--- src/rtl/ahb_mem_ctrl_if.sv ---
// ahb_mem_ctrl_if: AHB-Lite slave bus plus word-memory port bundle.
// The slave modport is the controller's view; master is the environment's view.
interface ahb_mem_ctrl_if;
  logic        HSEL;
  logic [31:0] HADDR;
  logic [1:0]  HTRANS;
  logic        HWRITE;
  logic [2:0]  HSIZE;
  logic        HREADY;
  logic [31:0] HWDATA;
  logic [31:0] HRDATA;
  logic        HREADYOUT;
  logic        HRESP;
  logic [31:0] mem_read_addr;
  logic        mem_read_flag;
  logic [31:0] mem_rdata;
  logic [31:0] mem_write_addr;
  logic        mem_write_flag;
  logic [31:0] mem_wdata;

  modport slave (
    input  HSEL,
    input  HADDR,
    input  HTRANS,
    input  HWRITE,
    input  HSIZE,
    input  HREADY,
    input  HWDATA,
    output HRDATA,
    output HREADYOUT,
    output HRESP,
    output mem_read_addr,
    output mem_read_flag,
    input  mem_rdata,
    output mem_write_addr,
    output mem_write_flag,
    output mem_wdata
  );

  modport master (
    output HSEL,
    output HADDR,
    output HTRANS,
    output HWRITE,
    output HSIZE,
    output HREADY,
    output HWDATA,
    input  HRDATA,
    input  HREADYOUT,
    input  HRESP,
    input  mem_read_addr,
    input  mem_read_flag,
    output mem_rdata,
    input  mem_write_addr,
    input  mem_write_flag,
    input  mem_wdata
  );
endinterface

--- src/rtl/ahb_mem_ctrl.sv ---
// ahb_mem_ctrl: AHB-Lite slave driving a word-addressed memory with wait states.
// Define MEM_CTRL_ERR_EN to return ERROR for bad size, alignment or range.
module ahb_mem_ctrl #(
  parameter int unsigned WAIT_STATES = 0,
  parameter int unsigned MEM_WORDS   = 4096,
  parameter logic [31:0] BASE_ADDR   = 32'h0000_0000
) (
  input logic           HCLK,
  input logic           HRESETn,
  ahb_mem_ctrl_if.slave bus
);

  localparam int unsigned AW = $clog2(MEM_WORDS);
  localparam logic [2:0] WS_LOAD =
    (WAIT_STATES > 0) ? 3'(WAIT_STATES - 1) : 3'd0;

  typedef enum logic [2:0] {
    S_IDLE,
    S_WAIT,
    S_ACCESS,
    S_ERR1,
    S_ERR2
  } state_e;

  state_e      state_q, state_d;
  logic [2:0]  cnt_q, cnt_d;
  logic [31:0] idx_q, idx_d;
  logic        wr_q, wr_d;
  logic        err_q, err_d;

  logic        accept_w;
  logic [31:0] off_w;
  logic [31:0] idx_w;
  logic        bad_w;

  logic        rdy_w;
  logic        resp_w;
  logic        rdf_w;
  logic        wrf_w;
  logic [31:0] rdata_w;

  assign accept_w = bus.HSEL & bus.HTRANS[1] & bus.HREADY;
  assign off_w    = bus.HADDR - BASE_ADDR;

`ifdef MEM_CTRL_ERR_EN
  localparam logic ERR_RESP = 1'b1;

  assign idx_w = {2'b00, off_w[31:2]};
  assign bad_w = (bus.HSIZE != 3'b010)
               | (off_w[1:0] != 2'b00)
               | (idx_w >= 32'(MEM_WORDS));
`else
  localparam logic ERR_RESP = 1'b0;

  logic unused_w;

  // Index wraps modulo the memory depth; size and byte lane are ignored.
  assign idx_w    = 32'(off_w[AW+1:2]);
  assign bad_w    = 1'b0;
  assign unused_w = ^{off_w[31:AW+2], off_w[1:0], bus.HSIZE};
`endif

  always_ff @(posedge HCLK or negedge HRESETn) begin
    if (!HRESETn) begin
      state_q <= S_IDLE;
      cnt_q   <= 3'd0;
      idx_q   <= 32'd0;
      wr_q    <= 1'b0;
      err_q   <= 1'b0;
    end else begin
      state_q <= state_d;
      cnt_q   <= cnt_d;
      idx_q   <= idx_d;
      wr_q    <= wr_d;
      err_q   <= err_d;
    end
  end

  always_comb begin
    state_d = state_q;
    cnt_d   = cnt_q;
    idx_d   = idx_q;
    wr_d    = wr_q;
    err_d   = err_q;
    unique case (state_q)
      S_WAIT: begin
        if (cnt_q == 3'd0) begin
          state_d = S_ACCESS;
        end else begin
          cnt_d = cnt_q - 3'd1;
        end
      end
      S_ERR1: begin
        state_d = S_ERR2;
      end
      default: begin
        // IDLE, ACCESS and ERR2 all present HREADYOUT=1 and may accept.
        state_d = S_IDLE;
        if (accept_w) begin
          idx_d = idx_w;
          wr_d  = bus.HWRITE;
          err_d = bad_w;
          if (bad_w) begin
            state_d = S_ERR1;
          end else if (WAIT_STATES > 0) begin
            state_d = S_WAIT;
            cnt_d   = WS_LOAD;
          end else begin
            state_d = S_ACCESS;
          end
        end
      end
    endcase
  end

  always_comb begin
    rdy_w   = 1'b1;
    resp_w  = 1'b0;
    rdf_w   = 1'b0;
    wrf_w   = 1'b0;
    rdata_w = 32'd0;
    unique case (1'b1)
      (state_q == S_WAIT): begin
        rdy_w = 1'b0;
      end
      (state_q == S_ACCESS): begin
        rdf_w = ~wr_q & ~err_q;
        wrf_w = wr_q & ~err_q;
        if (rdf_w) begin
          rdata_w = bus.mem_rdata;
        end
      end
      (state_q == S_ERR1): begin
        rdy_w  = 1'b0;
        resp_w = ERR_RESP;
      end
      (state_q == S_ERR2): begin
        resp_w = ERR_RESP;
      end
      default: begin
      end
    endcase
  end

  assign bus.HREADYOUT      = rdy_w;
  assign bus.HRESP          = resp_w;
  assign bus.HRDATA         = rdata_w;
  assign bus.mem_read_flag  = rdf_w;
  assign bus.mem_write_flag = wrf_w;
  assign bus.mem_read_addr  = idx_q;
  assign bus.mem_write_addr = idx_q;
  assign bus.mem_wdata      = bus.HWDATA;

endmodule

--- src/flat_wrapper.sv ---
// flat-port wrapper written by rule: the top's interface ports become plain ports
module ahb_mem_ctrl_flat 
#(
  parameter int unsigned WAIT_STATES = 0,
  parameter int unsigned MEM_WORDS   = 4096,
  parameter logic [31:0] BASE_ADDR   = 32'h0000_0000
)
  (HCLK, HRESETn, bus_HSEL, bus_HADDR, bus_HTRANS, bus_HWRITE, bus_HSIZE, bus_HREADY, bus_HWDATA, bus_HRDATA, bus_HREADYOUT, bus_HRESP, bus_mem_read_addr, bus_mem_read_flag, bus_mem_rdata, bus_mem_write_addr, bus_mem_write_flag, bus_mem_wdata);
  ahb_mem_ctrl_if bus_i ();
  input logic HCLK;
  input logic HRESETn;
  input wire logic [$bits(bus_i.HSEL)-1:0] bus_HSEL;
  input wire logic [$bits(bus_i.HADDR)-1:0] bus_HADDR;
  input wire logic [$bits(bus_i.HTRANS)-1:0] bus_HTRANS;
  input wire logic [$bits(bus_i.HWRITE)-1:0] bus_HWRITE;
  input wire logic [$bits(bus_i.HSIZE)-1:0] bus_HSIZE;
  input wire logic [$bits(bus_i.HREADY)-1:0] bus_HREADY;
  input wire logic [$bits(bus_i.HWDATA)-1:0] bus_HWDATA;
  output wire logic [$bits(bus_i.HRDATA)-1:0] bus_HRDATA;
  output wire logic [$bits(bus_i.HREADYOUT)-1:0] bus_HREADYOUT;
  output wire logic [$bits(bus_i.HRESP)-1:0] bus_HRESP;
  output wire logic [$bits(bus_i.mem_read_addr)-1:0] bus_mem_read_addr;
  output wire logic [$bits(bus_i.mem_read_flag)-1:0] bus_mem_read_flag;
  input wire logic [$bits(bus_i.mem_rdata)-1:0] bus_mem_rdata;
  output wire logic [$bits(bus_i.mem_write_addr)-1:0] bus_mem_write_addr;
  output wire logic [$bits(bus_i.mem_write_flag)-1:0] bus_mem_write_flag;
  output wire logic [$bits(bus_i.mem_wdata)-1:0] bus_mem_wdata;
  assign bus_i.HSEL = bus_HSEL;
  assign bus_i.HADDR = bus_HADDR;
  assign bus_i.HTRANS = bus_HTRANS;
  assign bus_i.HWRITE = bus_HWRITE;
  assign bus_i.HSIZE = bus_HSIZE;
  assign bus_i.HREADY = bus_HREADY;
  assign bus_i.HWDATA = bus_HWDATA;
  assign bus_HRDATA = bus_i.HRDATA;
  assign bus_HREADYOUT = bus_i.HREADYOUT;
  assign bus_HRESP = bus_i.HRESP;
  assign bus_mem_read_addr = bus_i.mem_read_addr;
  assign bus_mem_read_flag = bus_i.mem_read_flag;
  assign bus_i.mem_rdata = bus_mem_rdata;
  assign bus_mem_write_addr = bus_i.mem_write_addr;
  assign bus_mem_write_flag = bus_i.mem_write_flag;
  assign bus_mem_wdata = bus_i.mem_wdata;
  ahb_mem_ctrl #(.WAIT_STATES(WAIT_STATES), .MEM_WORDS(MEM_WORDS), .BASE_ADDR(BASE_ADDR)) u_core (.HCLK(HCLK), .HRESETn(HRESETn), .bus(bus_i));
endmodule
--- config.mk ---
export PLATFORM = sky130hd
export DESIGN_NAME = ahb_mem_ctrl_flat
export DESIGN_NICKNAME = d
export VERILOG_FILES = /design/src/rtl/ahb_mem_ctrl_if.sv /design/src/rtl/ahb_mem_ctrl.sv /design/src/flat_wrapper.sv
export SDC_FILE = /design/constraint.sdc
export NUM_CORES = 1
export LEC_CHECK = 0
export ABC_AREA = 1
export CORE_AREA = 2 2 91 93
export DETAILED_ROUTE_END_ITERATION = 12
export DIE_AREA = 0 0 93 95
export GPL_ROUTABILITY_DRIVEN = 0
export PLACE_DENSITY_LB_ADDON = 0.2
export REMOVE_ABC_BUFFERS = 1
export SLEW_MARGIN = 25
export SYNTH_ARGS = -nofsm -noshare
export SYNTH_HDL_FRONTEND = slang
export SYNTH_SLANG_ARGS = --single-unit
--- constraint.sdc ---
create_clock -name HCLK -period 2.4 [get_ports HCLK]
set_input_delay 0.36 -clock HCLK [delete_from_list [all_inputs] [get_ports HCLK]]
set_output_delay 0.36 -clock HCLK [all_outputs]
set_load 0.05 [all_outputs]
Figure 1. Power grid (run 1).
The bar under the picture is 20 um long. Pins as bars on the die edge.
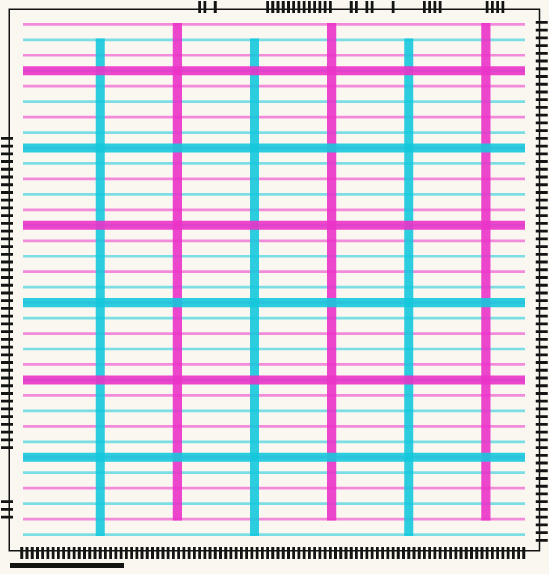
color	net
magenta	VDD
cyan	VSS
signal pins	238
met1 rails	34
Worst VDD drop: 353.9 uV
Core Area: 7928 um2
Die X: 93 um
Die Y: 95 um

Figure 2. Clock nets (run 1).
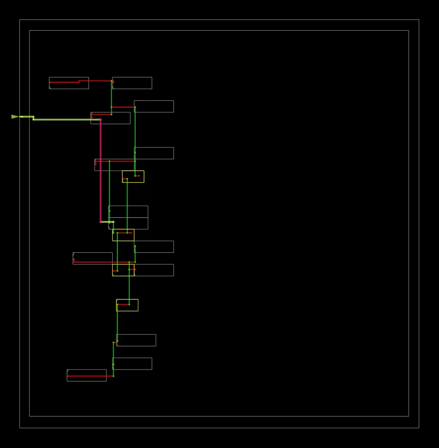
CTS sink count: 14
Layout Skew: 0 ns
Clock net power: 0.000229 W
Clock buffer cells: 4

Figure 3. Metal layers overlaid (run 1).
The bar under the picture is 20 um long. Only two layers are drawn.
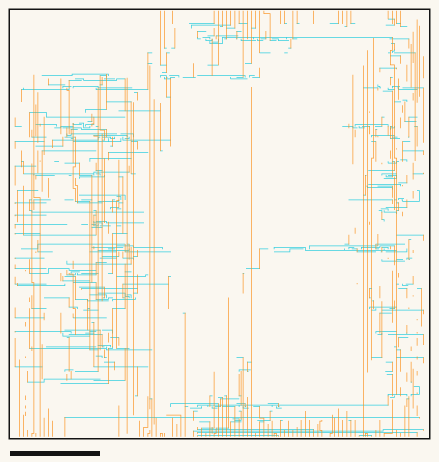
color	layer	wire length
orange	M2	2440 um
cyan	M1	1690 um

Figure 4. The metal 2 layer (run 1).
The bar under the picture is 20 um long.
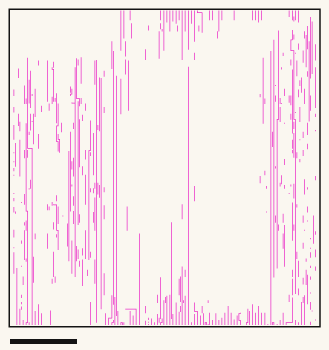
longest straight run	82.3 um
share of all routed wire	41%
M2 GR Usage: 0.1999
final wirelength: 5.954 mm
vias after detailed routing: 1348

==> metrics.cfg, run 1 <==
[sta]
worst_pin_slew_ns = 0.6730
period_minus_slack_ns = 1.970
timing.setup.tns_ns = 0
final-hold-violation-count = 0
setup_viol = 0
rsz0062_at_grt = false
period_used_share = 0.8207

[yosys]
synthAdderAreaFrac = 0
ys_top_cells_by_area = buf_4 42%, dfrtp_1 23%, inv_1 8.6%
top_cell_area_share = 0.4233
logic_family = buffers and inverters
ys.flop_type = dfrtp_1
synth.most_common_cell = buf_4
syn_area_per_cell_um2 = 6.964
ys.flops = 14
largest_area_cell = buf_4
synth_cells = 219
ys_seq_frac = 0.2297

[flow_run]
maxCapViolCount = 0

[clock_tree]
cts-root-buf = clkbuf_8
post_cts_buffers = 0
hold_buffers = 0
insertion_delay_ns = 0.24
cts_resized = 0

[detailed_routing]
wl_met3_mm = 1.747
dr_wl_met2_mm = 2.443
top_layer = met5
drt_iter0_drc = 23
vias_per_cell = 3.501

[grt]
grt_first_pass_wirelength_mm = 8.176
top_usage_layer = met2
grt.total_usage = 0.1304
grt_max_degree = 33
grt_overflow = 0
grt_pass1_vias = 1258
grt.met1_usage = 0.1028

[place]
dp_hpwl_mm = 5.184
dpl-instance-area_um2 = 2112

[setup_path]
r2r_slack_ns = 1.75
crit_arrival_ns = 1.61

[finish]
num-nonclk-inverters = 36
num_antenna_cells = 0
flop_area_um2 = 350.3
dominant_cells = buffers
clock_area_frac = 0.02540
drive_gt1_frac = 0.1571
comb.multi_input.count = 116

[power]
power.leakage_nw = 1.192
p_int_w = 0.0006382

[outcome]
status = finished, final reports clean

[worst_hold_path]
min_from = u_core.bus.mem_read_addr[6]$_DFFE_PN0P_
min_to = u_core.bus.mem_read_addr[6]$_DFFE_PN0P_
hold_depth = 2

[floorplan]
n_tap_cell = 105
rows = 33

## run 1: worst max-delay path by stage
stage	start	end	slack (ns)
floorplan	u_core.wr_q$_DFFE_PN0P_	bus_HRDATA[0]	0.14
global placement	u_core.wr_q$_DFFE_PN0P_	bus_mem_read_flag	0.69
detailed placement	u_core.wr_q$_DFFE_PN0P_	bus_mem_read_flag	0.68
CTS	u_core.wr_q$_DFFE_PN0P_	bus_mem_read_flag	0.40
global route	u_core.wr_q$_DFFE_PN0P_	bus_mem_read_flag	0.36
finish	u_core.wr_q$_DFFE_PN0P_	bus_mem_read_flag	0.43
## run 1: sequential cells by signal, summed over array words and instances (netlist names)
| name | count |
|---|---|
| u_core.bus.mem_read_addr | 12 |
| u_core.state_q | 1 |
| u_core.wr_q | 1 |
## run 1: power by group through the flow
stage	registers [W]	logic, W	clock network, W
floorplan	0.000532	0.000254	0
global placement	0.000307	0.000752	0
detailed placement	0.000307	0.000752	0
CTS	0.000305	0.000754	0.000236
global route	0.000311	0.000789	0.000246
finish	0.000304	0.000751	0.000229
## run 1: kinds of logic (layout without fill, tap and decap cells)
family | Yosys count | count (layout)
DFF | 14 | 14
and+or+nand+nor | 74 | 74
buffers and inverters | 129 | 150
other | 2 | 42
## run 1: layout by cell type, fill, tap and decap left out
master	instances
clkdlybuf4s50_1	75
conb_1	42
inv_1	35
clkbuf_8	4
buf_4	35
nand4_1	13
inv_2	1
nor2_1	30
nand3_2	1
dfrtp_1	14
nand2_1	27
nor2_2	3
## run 1: worst max-delay path, stage by stage, from the launching register on
cell             delay (ns)
dfrtp_1                0.41
nor2_2                 0.14
clkdlybuf4s50_1        0.82
## run 1: stage by stage
step                instances  worst slack [ns]
finish                    385            0.4304
global route              385            0.3649
CTS                       385            0.4045
detailed placement        381            0.6757
global placement          381            0.6912
floorplan                 166            0.1354
==> run 1 -> run 2 <==
==> constraint.sdc (replaced) <==
create_clock -name HCLK -period 1.67 [get_ports HCLK]
set_input_delay 0.2505 -clock HCLK [delete_from_list [all_inputs] [get_ports HCLK]]
set_output_delay 0.2505 -clock HCLK [all_outputs]
set_load 0.05 [all_outputs]
Figure 5. Metal layers overlaid (run 2).
The bar under the picture is 20 um long. Only two layers are drawn.
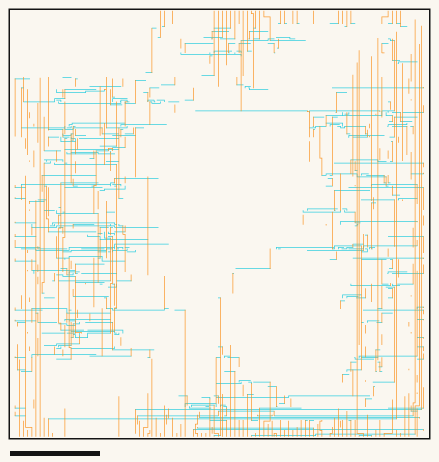
color	layer	wire length
orange	M2	2550 um
cyan	M1	1890 um

==> metrics.cfg, run 2 <==
[power]
power_clock_w = 0.000320
maxPowerGroup = combinational logic
p_int_w = 0.0009448
seq-power_w = 0.000437

[yosys]
logic_family = buffers and inverters
syn_area_per_cell_um2 = 6.964
largest_area_cell = buf_4
synthAdderAreaFrac = 0
ys.flops = 14
synth.most_common_cell = buf_4
ys.flop_type = dfrtp_1

[clock_tree]
cts_resized = 0
cts-root-buf = clkbuf_8
hold_buffers = 0

[finish]
largest_reg_flops = 12
num_antenna_cells = 0
instances_no_fill = 388
lay_top_cells = 49 x clkdlybuf4s50_1, 42 x conb_1, 35 x inv_1, 35 x buf_12

[grt]
grt_overflow = 0
grt_pass1_vias = 1267
grt.total_usage = 0.1321
grt_max_degree = 33

[detailed_routing]
drt_wl_total_mm = 6.143
vias = 1392
vias_per_cell = 3.588

[sta]
clock_skew_ns = 0
timing.setup.tns_ns = 0
period_minus_slack_ns = 1.603
setup_viol = 0
period_used_share = 0.9596
rsz0062_at_grt = true

[place]
dpl-instance-area_um2 = 2507
dp_hpwl_mm = 5.436
place_ws_ns = 0.2765

[outcome]
status = finished, final reports clean

[flow_run]
maxCapViolCount = 0

[floorplan]
rows = 33
core_um2 = 7928

[setup_path]
r2r_slack_ns = 1.02
crit_arrival_ns = 1.35
crit_path_end = bus_HRDATA[0]
critPathLaunch = u_core.wr_q$_DFFE_PN0P_

Figure 6. The metal 2 layer (run 2).
The bar under the picture is 20 um long.
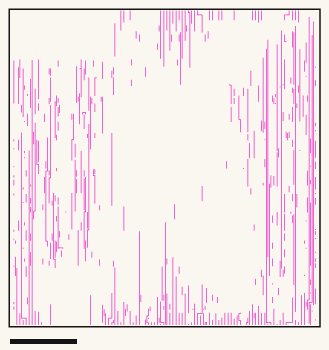
longest straight run	85.8 um
nets with wire on the layer	309
share of all routed wire	41%
main direction	vertical

## run 2: cell count changes in the layout (fill, tap and decap cells not counted), sizes merged
cell           previous run  this run
buf                      35        64
clkdlybuf4s50            75        49
## run 2: cell families after synthesis
family	count (synthesis)
buf+inv	129
flops	14
other cells	2
simple gates	74
## run 2: per-layer routing
metal	track usage	part of all wire	up-vias
li1	-	-	640
met2	0.2071	0.41	170
met3	0.1460	0.26	6
met4	0.02206	0.0063	2
met5	0.06548	0.0077	-
met1	0.1126	0.31	574
## run 2: final cells by class
| type | count | area [um2] | share of cell area |
|---|---|---|---|
| clock buffers | 4 | 55.05 | 0.02146 |
| inverters | 36 | 135.1 | 0.05268 |
| multi-input cells | 116 | 484.2 | 0.1888 |
| flip-flops and latches | 14 | 350.3 | 0.1366 |
| well taps | 105 | 131.4 | 0.05122 |
| repair buffers | 113 | 1409 | 0.5493 |
## run 2: how the worst min path moves through the flow
stage                                            start  depth (start not counted)                                  endpoint  slack, ns
6_report                                       HRESETn                          2  u_core.bus.mem_read_addr[10]$_DFFE_PN0P_       0.32
5_1_grt                                        HRESETn                          2  u_core.bus.mem_read_addr[10]$_DFFE_PN0P_       0.33
3_5_place_dp                            bus_HWDATA[16]                          0                         bus_mem_wdata[16]       0.50
3_3_place_gp   u_core.bus.mem_read_addr[2]$_DFFE_PN0P_                          2   u_core.bus.mem_read_addr[2]$_DFFE_PN0P_       0.50
4_1_cts                                        HRESETn                          2   u_core.bus.mem_read_addr[5]$_DFFE_PN0P_       0.32
2_1_floorplan                                  HRESETn                          0   u_core.bus.mem_read_addr[0]$_DFFE_PN0P_      -0.05
## run 2: worst max-delay path, stage by stage, from the launching register on
cell     delay (ns)
dfrtp_1        0.40
nor2_2         0.14
inv_2          0.05
buf_12         0.16
nor2_1         0.18
buf_12         0.17
==> run 2 -> run 3 <==
--- a/config.mk
+++ b/config.mk
@@ -7,10 +7,11 @@
 export LEC_CHECK = 0
 export ABC_AREA = 1
 export CORE_AREA = 2 2 91 93
+export CTS_CLUSTER_SIZE = 25
 export DETAILED_ROUTE_END_ITERATION = 12
 export DIE_AREA = 0 0 93 95
 export GPL_ROUTABILITY_DRIVEN = 0
-export PLACE_DENSITY_LB_ADDON = 0.2
+export PLACE_DENSITY = 0.74
 export REMOVE_ABC_BUFFERS = 1
 export SLEW_MARGIN = 25
 export SYNTH_ARGS = -nofsm -noshare
==> metrics.cfg, run 3 <==
[flow_run]
maxCapViolCount = 0

[finish]
layout_top_cell = clkdlybuf4s50_1
largest_reg_flops = 12
comb_area_um2 = 619.3
lay_top_cells = 49 x clkdlybuf4s50_1, 42 x conb_1, 35 x inv_1
instances_no_fill = 389
flop_area_um2 = 350.3
drive_gt1_frac = 0.3415

[sta]
timing.setup.tns_ns = 0
period_used_share = 0.9552
worst_pin_slew_ns = 0.5933
setup_viol = 0
clock_skew_ns = 0
final.setup.worst_slack_ns = 0.07478
final-hold-violation-count = 0

[grt]
grt_util_met2 = 0.2186
grt_overflow = 0
grt.met1_usage = 0.09526
grt_max_degree = 26
grt_pass1_vias = 1198
grt_first_pass_wirelength_mm = 7.921

[clock_tree]
insertion_delay_ns = 0.24
clock-sinks = 14
hold_buffers = 0
cts-root-buf = clkbuf_8

[floorplan]
rows = 33
core_um2 = 7928
die-height_um = 95
dieWidth_um = 93

[yosys]
ys_seq_frac = 0.2297
ys_area_um2 = 1525
largest_area_cell = buf_4
ys.flops = 14
synth.most_common_cell = buf_4
syn_area_per_cell_um2 = 6.964
top_cell_area_share = 0.4233
synthAdderAreaFrac = 0
ys.flop_type = dfrtp_1
ys_top_cells_by_area = buf_4 42%, dfrtp_1 23%, inv_1 8.6%
synth_cells = 219
logic_family = buffers and inverters

[setup_path]
critPathBufInv = 3
critical_path_class = reg2out
r2r_slack_ns = 0.90
cpMaxStageDelayCell = dfrtp_1
crit_family = buffers and inverters
path_cells = nor2_4 > inv_4 > buf_12 > nor2_2 > buf_12
r2r-end = u_core.wr_q$_DFFE_PN0P_
cp_common_cell = buf_12
crit_arrival_ns = 1.34
crit_path_max_incr_delay_ns = 0.41

[power]
power.leakage_nw = 1.355
p_int_w = 0.0009103

[place]
dpl-instance-area_um2 = 2487
place_inst = 383
io_buffers = 107
place_ws_ns = 0.2155
dp_hpwl_mm = 5.551

[detailed_routing]
drt_iter0_drc = 20
vias_per_cell = 3.630

[outcome]
status = finished, final reports clean

[run 3: worst max-delay path by stage]
stage                             from              to  slack, ns  cells after the start
6_report       u_core.wr_q$_DFFE_PN0P_  bus_HRDATA[16]       0.07                      5
5_1_grt        u_core.wr_q$_DFFE_PN0P_  bus_HRDATA[31]     -0.007                      5
4_1_cts        u_core.wr_q$_DFFE_PN0P_  bus_HRDATA[21]      -0.05                      5
3_5_place_dp   u_core.wr_q$_DFFE_PN0P_  bus_HRDATA[21]       0.22                      5
3_3_place_gp   u_core.wr_q$_DFFE_PN0P_  bus_HRDATA[28]       0.24                      5
2_1_floorplan  u_core.wr_q$_DFFE_PN0P_   bus_HRDATA[0]      -0.49                      3
[run 3: repair_timing]
item	4_1_cts	5_1_grt
buffers inserted	0	1
resized	1	39
endpoints found under the setup margin	23	25
cloned	0	2
pin swaps	0	0
[run 3: routing by layer]
metal	part of all wire	wire length, um
met1	0.26	1633
met2	0.48	3020
met3	0.26	1622
met4	0.0033	21
met5	0.0079	50
[run 3: cells by family after synthesis]
logic type    after synthesis
other cells                 2
buf+inv                   129
simple gates               74
flops                      14
[run 3: power groups by stage]
| stage | logic [W] | clock network [W] | registers, W |
|---|---|---|---|
| 6_report | 0.00116 | 0.000263 | 0.000439 |
| 5_1_grt | 0.00121 | 0.000288 | 0.000447 |
| 4_1_cts | 0.00112 | 0.000272 | 0.000439 |
| 3_5_place_dp | 0.00112 | 0 | 0.000440 |
| 3_3_place_gp | 0.00111 | 0 | 0.000441 |
| 2_1_floorplan | 0.000365 | 0 | 0.000765 |
[run 3: final cells by class]
class                   instances  share of cell area
clock buffers                   3             0.01522
inverters                      36             0.05074
multi-input cells             116              0.2283
flip-flops and latches         14              0.1292
well taps                     105             0.04843
repair buffers                115              0.5281
Figure 7. Signal wires on met3 (run 3).
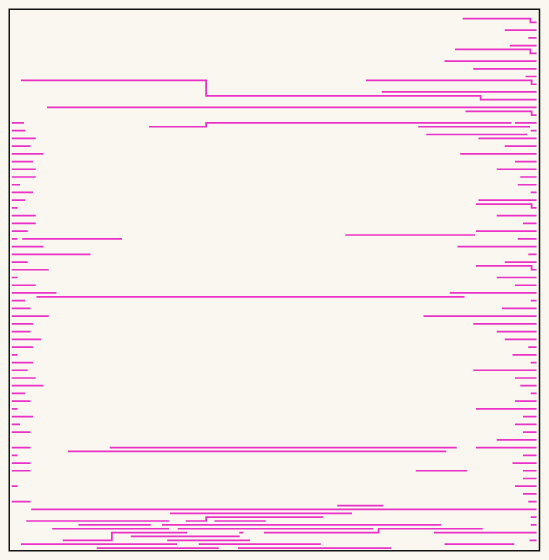
nets with wire on the layer	126
longest straight run	88.5 um
wire length on this layer	1620 um
final wirelength: 6.349 mm
vias after detailed routing: 1412
routing usage on met3: 0.1437

Figure 8. Clock nets (run 3).
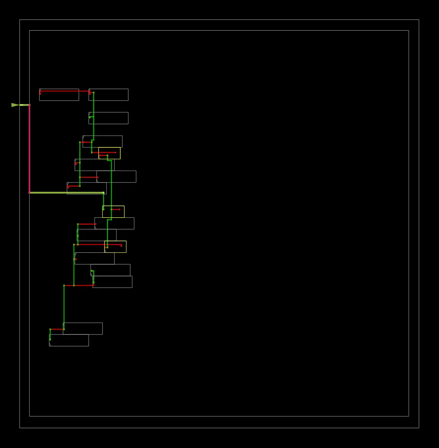
flop count: 14
CTS Buf Count: 3
Clock net power: 0.000263 W

No activity file was given, so power comes from the tool's default toggle rates.
